## config.mk

```make
export PLATFORM = sky130hd
export DESIGN_NAME = instr_fetch_decode_flat
export DESIGN_NICKNAME = d
export VERILOG_FILES = /design/src/rtl/isa_pkg.sv /design/src/rtl/instr_fetch_decode_if.sv /design/src/rtl/instr_fetch_decode_pc_gen.sv /design/src/rtl/instr_fetch_decode.sv /design/src/flat_wrapper.sv
export SDC_FILE = /design/constraint.sdc
export NUM_CORES = 1
export LEC_CHECK = 0
export CAP_MARGIN = 20
export CELL_PAD_IN_SITES_DETAIL_PLACEMENT = 0
export CELL_PAD_IN_SITES_GLOBAL_PLACEMENT = 1
export CORE_ASPECT_RATIO = 0.75
export CORE_MARGIN = 2
export CORE_UTILIZATION = 33
export DETAILED_ROUTE_END_ITERATION = 10
export PLACE_DENSITY = 0.75
export SETUP_SLACK_MARGIN = 0.4
export SLEW_MARGIN = 20
export SYNTH_ARGS = -nofsm -noshare
export SYNTH_HDL_FRONTEND = slang
export SYNTH_SLANG_ARGS = --single-unit
```

## constraint.sdc

```tcl
create_clock -name clk -period 2.25 [get_ports clk]
set_input_delay 0.3375 -clock clk [delete_from_list [all_inputs] [get_ports clk]]
set_output_delay 0.3375 -clock clk [all_outputs]
set_load 0.05 [all_outputs]
```

## src/rtl/isa_pkg.sv

```systemverilog
// Shared ISA definitions for the fetch/decode front end: word layout, halt opcode
// and the fetch FSM state encoding.
package isa_pkg;

    localparam int unsigned INSTR_W = 12;

    localparam int unsigned OP_MSB  = 11;
    localparam int unsigned OP_LSB  = 8;
    localparam int unsigned RA_MSB  = 7;
    localparam int unsigned RA_LSB  = 4;
    localparam int unsigned IMM_MSB = 3;
    localparam int unsigned IMM_LSB = 0;

    localparam logic [3:0] OP_HALT = 4'hF;

    typedef enum logic [2:0] {
        S_IDLE,
        S_REQ,
        S_WAIT,
        S_OUT,
        S_HALT
    } state_e;

endpackage

```

## src/rtl/instr_fetch_decode_if.sv

```systemverilog
// ROM request/response, branch redirect and decoded-instruction handshake bundle.
// The fetch unit is the master; ROM and execute stage sit on the slave side.
interface instr_fetch_decode_if #(
    parameter int unsigned ADDR_W  = 2,
    parameter int unsigned INSTR_W = isa_pkg::INSTR_W
);
    logic               rom_req;
    logic [ADDR_W-1:0]  rom_addr;
    logic               rom_valid;
    logic [INSTR_W-1:0] rom_data;
    logic               br_taken;
    logic [ADDR_W-1:0]  br_target;
    logic               dec_valid;
    logic               dec_ready;
    logic [3:0]         dec_op;
    logic [3:0]         dec_ra;
    logic [3:0]         dec_imm;
    logic [ADDR_W-1:0]  dec_pc;

    modport master (
        output rom_req, rom_addr, dec_valid, dec_op, dec_ra, dec_imm, dec_pc,
        input  rom_valid, rom_data, br_taken, br_target, dec_ready
    );

    modport slave (
        input  rom_req, rom_addr, dec_valid, dec_op, dec_ra, dec_imm, dec_pc,
        output rom_valid, rom_data, br_taken, br_target, dec_ready
    );
endinterface

```

## src/rtl/instr_fetch_decode_pc_gen.sv

```systemverilog
// Program counter: advances with wrap at PROG_LEN, or loads a redirect target.
// Targets outside the program fall back to address 0.
module instr_fetch_decode_pc_gen #(
    parameter int unsigned ADDR_W   = 2,
    parameter int unsigned PROG_LEN = 4
) (
    input  logic              clk,
    input  logic              rst,
    input  logic              inc_i,
    input  logic              load_i,
    input  logic [ADDR_W-1:0] target_i,
    output logic [ADDR_W-1:0] pc_o
);

    // One extra bit so PROG_LEN == 2**ADDR_W is representable.
    localparam logic [ADDR_W:0]   ProgLen = (ADDR_W + 1)'(PROG_LEN);
    localparam logic [ADDR_W-1:0] LastPc  = ADDR_W'(PROG_LEN - 1);

    logic [ADDR_W-1:0] pc_q, pc_d;

    always_comb begin
        pc_d = pc_q;
        if (load_i) begin
            pc_d = ({1'b0, target_i} >= ProgLen) ? '0 : target_i;
        end else if (inc_i) begin
            pc_d = (pc_q == LastPc) ? '0 : pc_q + 1'b1;
        end
    end

    always_ff @(posedge clk or posedge rst) begin
        if (rst) begin
            pc_q <= '0;
        end else begin
            pc_q <= pc_d;
        end
    end

    assign pc_o = pc_q;

endmodule

```

## src/rtl/instr_fetch_decode.sv

```systemverilog
// Fetch/decode front end: walks the PC through the ROM, splits each word into
// op/ra/imm and offers it downstream on valid/ready, with branch redirect and halt.
module instr_fetch_decode #(
    parameter int unsigned ADDR_W   = 2,
    parameter int unsigned PROG_LEN = 4,
    parameter logic [3:0]  OP_HALT  = isa_pkg::OP_HALT
) (
    input  logic                clk,
    input  logic                rst,
    input  logic                run,
    instr_fetch_decode_if.master bus,
    output logic                halted
);
    import isa_pkg::*;

    state_e            state_q, state_d;
    logic              drop_q, drop_d;
    logic              dec_valid_q, dec_valid_d;
    logic [3:0]        dec_op_q, dec_op_d;
    logic [3:0]        dec_ra_q, dec_ra_d;
    logic [3:0]        dec_imm_q, dec_imm_d;
    logic [ADDR_W-1:0] dec_pc_q, dec_pc_d;
    logic [ADDR_W-1:0] rom_addr_q, rom_addr_d;
    logic [ADDR_W-1:0] pc;
    logic              pc_inc, pc_load, accept, branch, halt_accept;

    assign accept      = dec_valid_q & bus.dec_ready;
    assign branch      = bus.br_taken & (state_q != S_HALT);
    assign halt_accept = (state_q == S_OUT) & accept & (dec_op_q == OP_HALT);
    // Accepting a halt beats a coincident redirect.
    assign pc_load     = branch & ~halt_accept;

    instr_fetch_decode_pc_gen #(
        .ADDR_W  (ADDR_W),
        .PROG_LEN(PROG_LEN)
    ) u_pc_gen (
        .clk     (clk),
        .rst     (rst),
        .inc_i   (pc_inc),
        .load_i  (pc_load),
        .target_i(bus.br_target),
        .pc_o    (pc)
    );

    always_comb begin
        state_d     = state_q;
        drop_d      = drop_q;
        dec_valid_d = dec_valid_q;
        dec_op_d    = dec_op_q;
        dec_ra_d    = dec_ra_q;
        dec_imm_d   = dec_imm_q;
        dec_pc_d    = dec_pc_q;
        rom_addr_d  = rom_addr_q;
        pc_inc      = 1'b0;
        unique case (state_q)
            S_IDLE: begin
                if (run) state_d = S_REQ;
            end
            S_REQ: begin
                rom_addr_d = pc;
                state_d    = S_WAIT;
                // The request is already out; its reply belongs to the old path.
                if (branch) drop_d = 1'b1;
            end
            S_WAIT: begin
                if (bus.rom_valid) begin
                    if (drop_q || branch) begin
                        drop_d  = 1'b0;
                        state_d = S_REQ;
                    end else begin
                        dec_op_d    = bus.rom_data[OP_MSB:OP_LSB];
                        dec_ra_d    = bus.rom_data[RA_MSB:RA_LSB];
                        dec_imm_d   = bus.rom_data[IMM_MSB:IMM_LSB];
                        dec_pc_d    = rom_addr_q;
                        dec_valid_d = 1'b1;
                        pc_inc      = 1'b1;
                        state_d     = S_OUT;
                    end
                end else if (branch) begin
                    drop_d = 1'b1;
                end
            end
            S_OUT: begin
                if (accept) begin
                    dec_valid_d = 1'b0;
                    if (dec_op_q == OP_HALT) state_d = S_HALT;
                    else if (branch || run)  state_d = S_REQ;
                    else                     state_d = S_IDLE;
                end else if (branch) begin
                    dec_valid_d = 1'b0;
                    state_d     = S_REQ;
                end
            end
            S_HALT: begin
                if (!run) state_d = S_IDLE;
            end
            default: state_d = S_IDLE;
        endcase
    end

    always_ff @(posedge clk or posedge rst) begin
        if (rst) begin
            state_q     <= S_IDLE;
            drop_q      <= 1'b0;
            dec_valid_q <= 1'b0;
            dec_op_q    <= '0;
            dec_ra_q    <= '0;
            dec_imm_q   <= '0;
            dec_pc_q    <= '0;
            rom_addr_q  <= '0;
        end else begin
            state_q     <= state_d;
            drop_q      <= drop_d;
            dec_valid_q <= dec_valid_d;
            dec_op_q    <= dec_op_d;
            dec_ra_q    <= dec_ra_d;
            dec_imm_q   <= dec_imm_d;
            dec_pc_q    <= dec_pc_d;
            rom_addr_q  <= rom_addr_d;
        end
    end

    assign bus.rom_req   = (state_q == S_REQ);
    assign bus.rom_addr  = (state_q == S_REQ) ? pc : rom_addr_q;
    assign bus.dec_valid = dec_valid_q;
    assign bus.dec_op    = dec_op_q;
    assign bus.dec_ra    = dec_ra_q;
    assign bus.dec_imm   = dec_imm_q;
    assign bus.dec_pc    = dec_pc_q;
    assign halted        = (state_q == S_HALT);

endmodule

```

## src/flat_wrapper.sv

```systemverilog
// flat-port wrapper written by rule: the top's interface ports become plain ports
module instr_fetch_decode_flat import isa_pkg::*;
#(
    parameter int unsigned ADDR_W   = 2,
    parameter int unsigned PROG_LEN = 4,
    parameter logic [3:0]  OP_HALT  = isa_pkg::OP_HALT
)
  (clk, rst, run, halted, bus_rom_req, bus_rom_addr, bus_dec_valid, bus_dec_op, bus_dec_ra, bus_dec_imm, bus_dec_pc, bus_rom_valid, bus_rom_data, bus_br_taken, bus_br_target, bus_dec_ready);
  instr_fetch_decode_if #(.ADDR_W(ADDR_W)) bus_i ();
  input  logic clk;
  input  logic rst;
  input  logic run;
  output logic halted;
  output wire logic [$bits(bus_i.rom_req)-1:0] bus_rom_req;
  output wire logic [$bits(bus_i.rom_addr)-1:0] bus_rom_addr;
  output wire logic [$bits(bus_i.dec_valid)-1:0] bus_dec_valid;
  output wire logic [$bits(bus_i.dec_op)-1:0] bus_dec_op;
  output wire logic [$bits(bus_i.dec_ra)-1:0] bus_dec_ra;
  output wire logic [$bits(bus_i.dec_imm)-1:0] bus_dec_imm;
  output wire logic [$bits(bus_i.dec_pc)-1:0] bus_dec_pc;
  input wire logic [$bits(bus_i.rom_valid)-1:0] bus_rom_valid;
  input wire logic [$bits(bus_i.rom_data)-1:0] bus_rom_data;
  input wire logic [$bits(bus_i.br_taken)-1:0] bus_br_taken;
  input wire logic [$bits(bus_i.br_target)-1:0] bus_br_target;
  input wire logic [$bits(bus_i.dec_ready)-1:0] bus_dec_ready;
  assign bus_rom_req = bus_i.rom_req;
  assign bus_rom_addr = bus_i.rom_addr;
  assign bus_dec_valid = bus_i.dec_valid;
  assign bus_dec_op = bus_i.dec_op;
  assign bus_dec_ra = bus_i.dec_ra;
  assign bus_dec_imm = bus_i.dec_imm;
  assign bus_dec_pc = bus_i.dec_pc;
  assign bus_i.rom_valid = bus_rom_valid;
  assign bus_i.rom_data = bus_rom_data;
  assign bus_i.br_taken = bus_br_taken;
  assign bus_i.br_target = bus_br_target;
  assign bus_i.dec_ready = bus_dec_ready;
  instr_fetch_decode #(.ADDR_W(ADDR_W), .PROG_LEN(PROG_LEN), .OP_HALT(OP_HALT)) u_core (.clk(clk), .rst(rst), .run(run), .bus(bus_i), .halted(halted));
endmodule
```

**Metal 3**

Scale: 6 px per um.
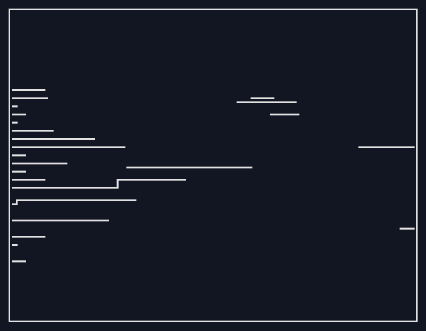
wire length on this layer: 197 um
main direction: horizontal

**Logic cells by family**

Scale: 4 px per um.
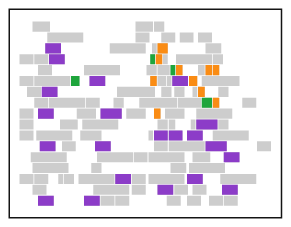
legend:
  mux cells:
    color: purple
    cells: 21
  aoi and oai cells:
    color: orange
    cells: 10
  nand cells:
    color: green
    cells: 4

==> deck_impl_summary.md <==
Key Metrics from the Run

Synthesis
  – Ys flops: 23
  – Ys cells: between 70 and 80
  – Post-Synth Adder-Cell Area: roughly 1.2%
  – Post-Synth AOI/OAI Area: between 6 and 7%
  – Area share, top type: 57.36%
  – Top logic family: multiplexers
  – Synth Cell Area: between 0.001 and 0.0015 mm2
  – Syn. warnings: 0
  – MUX share of area: between 20% and 30%

Power and ir drop
  – Clk pwr share: between 10% and 20%
  – Total power: approximately 0.0023 W
  – Sw frac: around 46%

Final timing
  – Final hold viol count: 0
  – Slew headroom: between 60 and 70%
  – Min Hold Slack: 0.4158 ns
  – Max Clk Rate: 0.5473 GHz

Setup path
  – CP required: around 2.4 ns
  – Setup CP Type: in2reg
  – CP arrival: 1.97 ns
  – CP Max Fanout: 3

Flow run
  – Max-Cap Viols: 0
  – Tool warning count: 29

Detailed routing
  – Drt drc: 0
  – Metal3 WL: 196 um
  – Iteration-0 DRC Markers: 18

Global route
  – Initial antenna violation count: 0
  – Global Route Usage Sum: between 10% and 20%
  – Vias in the first global route: about 800

CTS
  – Clock Tree Buf Depth: 2
  – CTS buffer count: 3
  – TritonCTS clock tree: done
  – CTS Hold Bufs: 0
  – Clk latency late pin: between 0.2 and 0.3 ns
  – Clk root buf: clkbuf_8

Min path
  – Min-delay worst type: in2async

Status
  – Status: completed

Final layout
  – Fillers: between 200 and 300
  – Top Layout Cells: clkdlybuf4s50_1, dfrtp_1, mux2_2
  – # nets final: 145

Die
  – Io pins: 39

Placed design
  – Area post-placement: 0.001436 mm2
**Routed metal, one color a layer**

Scale: 4 px per um.
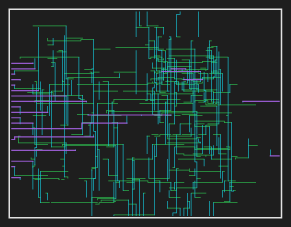
legend:
  M2:
    color: cyan
    wire_length: 1,110 um
  M3:
    color: purple
    wire_length: 197 um
  M1:
    color: green
    wire_length: 954 um

**The clock network**

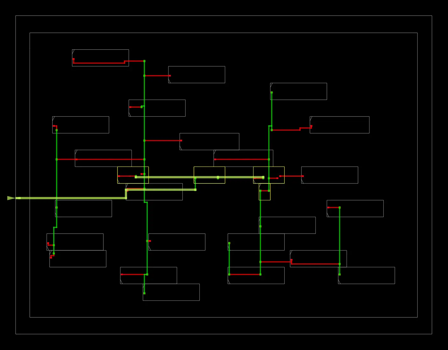
clk_buf instances: 3
clk_skew: 0.003180 ns

==> final timing paths <==
| kind | startpoint | to | slack [ns] |
|---|---|---|---|
| min | rst | u_core.bus.dec_ra[2] | 0.42 |
| min in group clk | u_core.state_q[2] | u_core.state_q[1] | 0.50 |
| min reg2reg | u_core.state_q[2] | u_core.state_q[1] | 0.50 |
| max reg2reg | u_core.state_q[0] | u_core.u_pc_gen.pc_o[1] | 0.45 |
| max | bus_rom_valid | u_core.u_pc_gen.pc_o[1] | 0.42 |
| max in group asynchronous | rst | u_core.state_q[1] | 1.58 |
==> worst max-delay path: stages <==
cell and delay [ns]:
clkdlybuf4s50_1 0.51, nand3b_1 0.11, or4_4 0.44, mux2_4 0.31, mux2_2 0.26
==> synth_stat cells <==
library cell   n
dfrtp_1       23
mux2_2        18
inv_1          5
a21oi_1        4
o21ai_0        4
nor3_1         3
mux2i_1        2
nand2_1        2
nor2_1         2
a21o_1         1
a22oi_1        1
a31oi_1        1
buf_2          1
buf_4          1
buf_6          1
ha_1           1
mux2_4         1
nand3b_1       1
nand4_1        1
nor3b_1        1
nor4_1         1
o31a_1         1
or4_1          1
==> power groups by stage <==
stage / clock, W / combinational (W) / sequential [W]
floorplan: 0 / 0.000444 / 0.00115
global placement: 0 / 0.00126 / 0.000729
detailed placement: 0 / 0.00126 / 0.000741
CTS: 0.000261 / 0.00132 / 0.000726
global route: 0.000283 / 0.00145 / 0.000746
finish: 0.000249 / 0.00138 / 0.000720
==> repair_timing <==
item                       CTS  global route
pin swaps                    1             1
resized                      4             9
setup buffers                3             1
setup endpoints to repair    2             6
==> cells by family (layout without fill, tap and decap cells) <==
group | after synthesis | after routing
fa+ha+maj | 1 | 1
simple gates | 12 | 12
mux | 21 | 21
flops | 23 | 23
buf+inv | 8 | 54
compound gates | 12 | 12
==> per-stage QoR <==
stage               util (%)  instances  setup WS, ns
detailed placement     49.29        153        0.1520
global route           53.07        161        0.3777
finish                 53.07        161        0.4230
CTS                    51.91        160        0.3794
floorplan                  -         77        0.3823
global placement       49.29        153        0.1973
==> registers in the layout, summed over array words and instances, names as in the netlist <==
name	flops
u_core.bus.dec_pc	2
u_core.bus.dec_ra	4
u_core.drop_q	1
u_core.bus.dec_valid	1
u_core.bus.dec_op	4
u_core.state_q	3
u_core.rom_addr_q	2
u_core.bus.dec_imm	4
u_core.u_pc_gen.pc_o	2
==> area by class of cell <==
class | instances | area, um2 | share of cell area, %
Clock buffer | 3 | 41.29 | 2.670
Clock inverter | 1 | 5.005 | 0.3236
Inverter | 5 | 18.77 | 1.214
Multi-Input combinational cell | 46 | 412.9 | 26.70
Sequential cell | 23 | 579.3 | 37.46
Tap cell | 38 | 47.55 | 3.074
Timing Repair Buffer | 45 | 441.7 | 28.56
==> routing by layer <==
layer | vias up | global-route usage [%]
met5 | - | 0
met4 | 0 | 0
met3 | 0 | 6.926
met2 | 30 | 21.90
met1 | 376 | 18.81
li1 | 366 | -
Power and IR drop assume default switching activity.
